<file path="src/rtl/vga_sync_monitor.sv">
// vga_sync_monitor: passive checker of VGA sync timing. Reports lock, sticky timing errors,
// a count of locked frames and a checksum of each frame's active-area pixels.
`timescale 1ns/1ps
module vga_sync_monitor #(
  parameter int H_ACTIVE = 640,
  parameter int H_FRONT  = 16,
  parameter int H_SYNC   = 96,
  parameter int H_BACK   = 48,
  parameter int V_ACTIVE = 480,
  parameter int V_FRONT  = 10,
  parameter int V_SYNC   = 2,
  parameter int V_BACK   = 33
) (
  input  logic        clk,
  input  logic        rst_n,
  input  logic        hsync,
  input  logic        vsync,
  input  logic [5:0]  rgb,
  input  logic        clear_err,
  output logic        locked,
  output logic        frame_done,
  output logic [15:0] frame_count,
  output logic [15:0] frame_csum,
  output logic [3:0]  err
);
  localparam int H_TOTAL = H_ACTIVE + H_FRONT + H_SYNC + H_BACK;
  localparam int V_TOTAL = V_ACTIVE + V_FRONT + V_SYNC + V_BACK;
  localparam logic [10:0] H_LAST = 11'(H_TOTAL - 1);
  localparam logic [10:0] H_SW   = 11'(H_SYNC - 1);
  localparam logic [10:0] H_TO   = 11'(2 * H_TOTAL);
  localparam logic [10:0] H_A0   = 11'(H_SYNC + H_BACK);
  localparam logic [10:0] H_A1   = 11'(H_SYNC + H_BACK + H_ACTIVE);
  localparam logic [9:0]  V_A0   = 10'(V_SYNC + V_BACK);
  localparam logic [9:0]  V_A1   = 10'(V_SYNC + V_BACK + V_ACTIVE);
  localparam logic [9:0]  V_TOT  = 10'(V_TOTAL);
  localparam logic [10:0] V_SW   = 11'(V_SYNC * H_TOTAL - 1);

  typedef enum logic [1:0] {SEEK, ACQUIRE, LOCKED} state_t;

  state_t      state, state_nx;
  logic        hs1, hs2, vs1, vs2;
  logic [5:0]  rgb1;
  logic [10:0] h_cnt, vw_cnt;
  logic [9:0]  v_cnt, hf_cnt, hf_total;
  logic [15:0] csum;
  logic        frame_ok, h_fall, h_rise, v_fall, v_rise, timeout, active, pass;
  logic [3:0]  bad, err_new;

  always_comb begin
    h_fall   = hs2 & ~hs1;
    h_rise   = ~hs2 & hs1;
    v_fall   = vs2 & ~vs1;
    v_rise   = ~vs2 & vs1;
    // an hsync fall coincident with the vsync fall closes the ending frame
    hf_total = hf_cnt + {9'b0, h_fall};
    bad      = {v_rise && vw_cnt != V_SW, v_fall && hf_total != V_TOT,
                h_rise && h_cnt != H_SW, h_fall && h_cnt != H_LAST};
    timeout  = h_cnt == H_TO;
    active   = h_cnt >= H_A0 && h_cnt < H_A1 && v_cnt >= V_A0 && v_cnt < V_A1;
    // frame_ok is only ever set by a vsync fall, so it stays low while seeking
    pass     = v_fall && frame_ok && bad == 4'b0 && !timeout;
    err_new  = state == LOCKED ? bad | {3'b0, timeout} : 4'b0;
    state_nx = timeout ? SEEK :
               v_fall ? (pass ? LOCKED : ACQUIRE) :
               (state == LOCKED && bad != 4'b0) ? ACQUIRE : state;
  end

  always_ff @(posedge clk or negedge rst_n) begin
    if (!rst_n) begin
      hs1         <= 1'b0;
      hs2         <= 1'b0;
      vs1         <= 1'b0;
      vs2         <= 1'b0;
      rgb1        <= '0;
      h_cnt       <= '0;
      v_cnt       <= '0;
      hf_cnt      <= '0;
      vw_cnt      <= '0;
      csum        <= '0;
      frame_ok    <= 1'b0;
      state       <= SEEK;
      locked      <= 1'b0;
      frame_done  <= 1'b0;
      frame_count <= '0;
      frame_csum  <= '0;
      err         <= '0;
    end else begin
      hs1         <= hsync;
      hs2         <= hs1;
      vs1         <= vsync;
      vs2         <= vs1;
      rgb1        <= rgb;
      h_cnt       <= h_fall ? '0 : h_cnt + {10'b0, h_cnt != '1};
      v_cnt       <= v_fall ? '0 : v_cnt + {9'b0, h_fall};
      hf_cnt      <= v_fall ? '0 : hf_cnt + {9'b0, h_fall && hf_cnt != '1};
      vw_cnt      <= v_fall ? '0 : vw_cnt + {10'b0, !vs1 && vw_cnt != '1};
      csum        <= v_fall ? '0 : active ? {csum[14:0], csum[15]} ^ {10'b0, rgb1} : csum;
      frame_ok    <= !timeout && (v_fall || (frame_ok && bad == 4'b0));
      state       <= state_nx;
      locked      <= state_nx == LOCKED;
      frame_done  <= pass;
      frame_count <= frame_count + {15'b0, pass};
      frame_csum  <= pass ? csum : frame_csum;
      err         <= (clear_err ? 4'b0 : err) | err_new;
    end
  end
endmodule

</file>
<file path="config.mk">
export PLATFORM = sky130hd
export DESIGN_NAME = vga_sync_monitor
export DESIGN_NICKNAME = d
export VERILOG_FILES = /design/src/rtl/vga_sync_monitor.sv
export SDC_FILE = /design/constraint.sdc
export NUM_CORES = 1
export LEC_CHECK = 0
export CORE_MARGIN = 2
export CORE_UTILIZATION = 41
export CTS_CLUSTER_DIAMETER = 200
export DETAILED_ROUTE_END_ITERATION = 8
export PLACE_DENSITY_LB_ADDON = 0.05
export RECOVER_POWER = 100
export SLEW_MARGIN = 30
export SYNTH_ARGS = -nofsm -noshare
export SYNTH_HDL_FRONTEND = slang
export SYNTH_SLANG_ARGS = --single-unit
</file>
<file path="constraint.sdc">
create_clock -name clk -period 7.35 [get_ports clk]
set_clock_uncertainty 0.15 [all_clocks]
set_input_delay 1.1025 -clock clk [delete_from_list [all_inputs] [get_ports clk]]
set_output_delay 1.1025 -clock clk [all_outputs]
set_load 0.005 [all_outputs]
</file>
==> summary.txt <==
Main area contributors: dfrtp_1 55%, xnor2_1 4.4%, xor2_1 3.9%, nand3_1 3.7%, ha_1 2.8%
max-slew violations: 112
yosys stat area: 0.00495 mm2
Final setup violation count: 0
DP Area: 0.00557 mm2
Comb group: 0.0000788 W
most used cell, CP: ha_1
buffer-and-inverter tally for the worst setup path: 1
H-tree Lvls: 3
Signal buf overhead: 8.56%
Synth mux share: 4.17%
Worst Setup Path Type: flop to flop
Hold Buf Count CTS: 0
multi-input gate share of total cell area: 35.8%
Worst slew margin: -62.0%
storage element area: 0.00273 mm2
AND/OR/NAND/NOR Cells, Area Fraction: 18.9%
initial drt markers: 234
synthesized flop and latch total: 109
first-pass GRT wire length: 17300 um
syn nets: 468
Die Span X: 114 um
HPWL Detailed: 6650 um
Ys Warns: 0
Worst-path clk slew: 80 ps
wire length per cell: 15.2 um
failing checks: capacitance limit, slew limit
status: finished with violations
Fin Hold WS: 245 ps
vias in the first global route: 3526
Top power group: registers
cells after synthesis: 446
Root Driver: clkbuf_16
Worst setup endpoint: frame_count[12]$_DFF_PN0_
Worst IR Drop VDD: 0.0755 mV
top-count cell post-synth: dfrtp_1
Routed Antenna Nets: 0
I/O Pins: 49
initial antenna violation count: 0
comb area leader: simple AND/OR/NAND/NOR gates
Synth Cell Area: 0.00495 mm2
Max Cap Viol: 2
min Tclk post-route: 4520 ps
clk ins delay skew pair: 350 ps
GRT Overall Usage: 16.9%
Die Size: 0.0130 mm2
Final nets: 516
Power Total: 0.00122 W
Avg Cell Area, Syn: 11.1 um2
Place WS: 3440 ps
yosys cell count: 446
synth cell count leaders: 109 x dfrtp_1, 37 x nand3_1, 36 x nor2_1, 25 x a21oi_1, 25 x xnor2_1
CP delay by family, top: simple AND/OR/NAND/NOR gates
clk cell area share: 5.06%
Via density: 5.32
Pleak: 2.64 nW
Tcrit/Tclk final: 61.5%
Worst Hold Depth: 0
CTS tree: done
Internal: 0.000922 W
CTS Sinks: 109
Switching Share: 24.1%
highest-delay cell along the critical path: a2111oi_0
CP startpoint kind: flop
Port Buffers: 48
worst-path maximum fanout: 11
logic area: 0.00208 mm2
Num CTS Buffers: 9
Max Clk Rate: 0.221 GHz
Top-area cell share: 55.1%
Hold Path Class: flop to flop
clock distribution power: 0.000480 W
Row Count: 40
worst reg-to-reg setup slack: 2830 ps
inverters: 8
CP Data Arrival Time: 4650 ps
Placer Congestion: 0.824
RR Endpoint: frame_count[12]$_DFF_PN0_
Top class by area: flip-flops and latches
final hold violations: 0
layout by cell type (no fill, tap or decap), types with 8 or more instances in the layout:
cell and n:
inv_1 8, a21oi_1 25, dfrtp_1 109, o21ai_0 23, clkbuf_16 9, nand2_1 20, nor2_1 36, dlygate4sd3_1 46
ha_1 11, mux2_2 9, nand4_1 18, xnor2_1 25, xor2_1 22, and3_1 9, nand3_1 37, or3_1 11
sequential cells by signal, indices dropped and copies added, names as in the netlist, 4 cells and up:
register	flops
rgb1	6
v_cnt	10
h_cnt	11
csum	16
vw_cnt	11
err	4
frame_csum	16
hf_cnt	10
frame_count	16
per-layer routing:
metal  up-vias  routed length [um]  GRT usage (%)
li1       1689                   -              -
met1      1686                4660           22.9
met2        47                4670           26.7
met3        14                 288           3.08
met4         0                 194           7.32
met5         -                   0              0
==> images/drive_strength.png <==
Scale: 3 px per um.
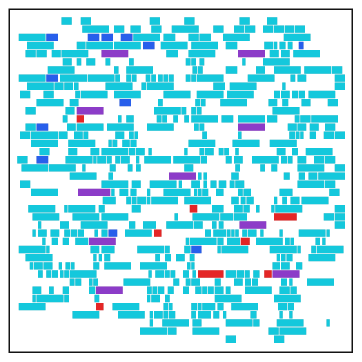
- cyan: drive 1 or less (cells 469; most used dfrtp_1)
- blue: drive 2 (cells 12; most used mux2_2)
- red: drive 3 to 4 (cells 8; most used clkinvlp_4)
- purple: drive 6 and up (cells 10; most used clkbuf_16)
Design Area, Final: 0.00582 mm2
nonclk buf count: 52
PnR worst setup slack: 2830 ps
Area Growth Syn to Fin: 17.6%

==> images/density.png <==
Scale: 3 px per um. The die is cut into 11 by 11 equal tiles; dark blue is low, red is high, 0 to 100% covered.
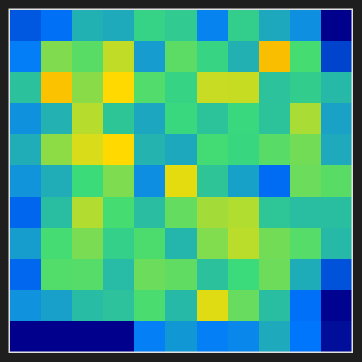
- emptiest ninth of the die: lower left
- mean over tiles: 44%
- nearly empty tiles: 5.0%
- tiles over 75% full: 3.3%
- fullest tile: 79%
fin util: 48.8%
Init Core Util: 41.5%
core box area: 0.0119 mm2

==> images/met1.png <==
Scale: 4 px per um. Supply wires on this layer in gray. Cells faint in the background.
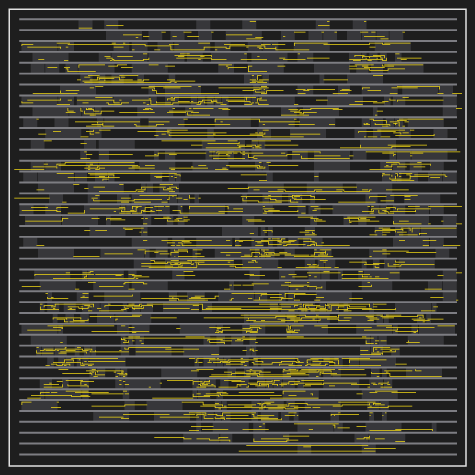
- wire length on this layer: 4660 um
- longest straight run: 62.6 um
- nets with wire on the layer: 471
- main direction: horizontal
WL final: 9810 um
Vias: 3436
GRT met1 Usage: 22.9%

==> images/final_placement.png <==
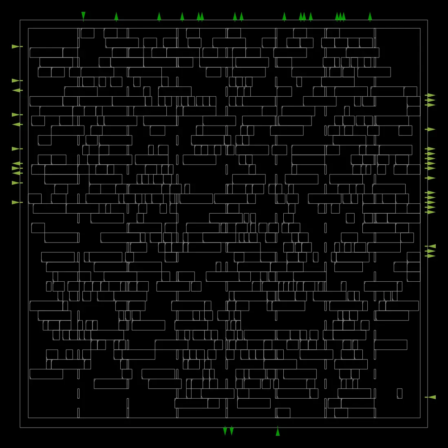
fill count: 1119
Tap Cells: 147
Seq/total area: 46.9%
final non-filler cell total: 646
flop count: 109

Power is estimated from default activity; no workload was simulated.
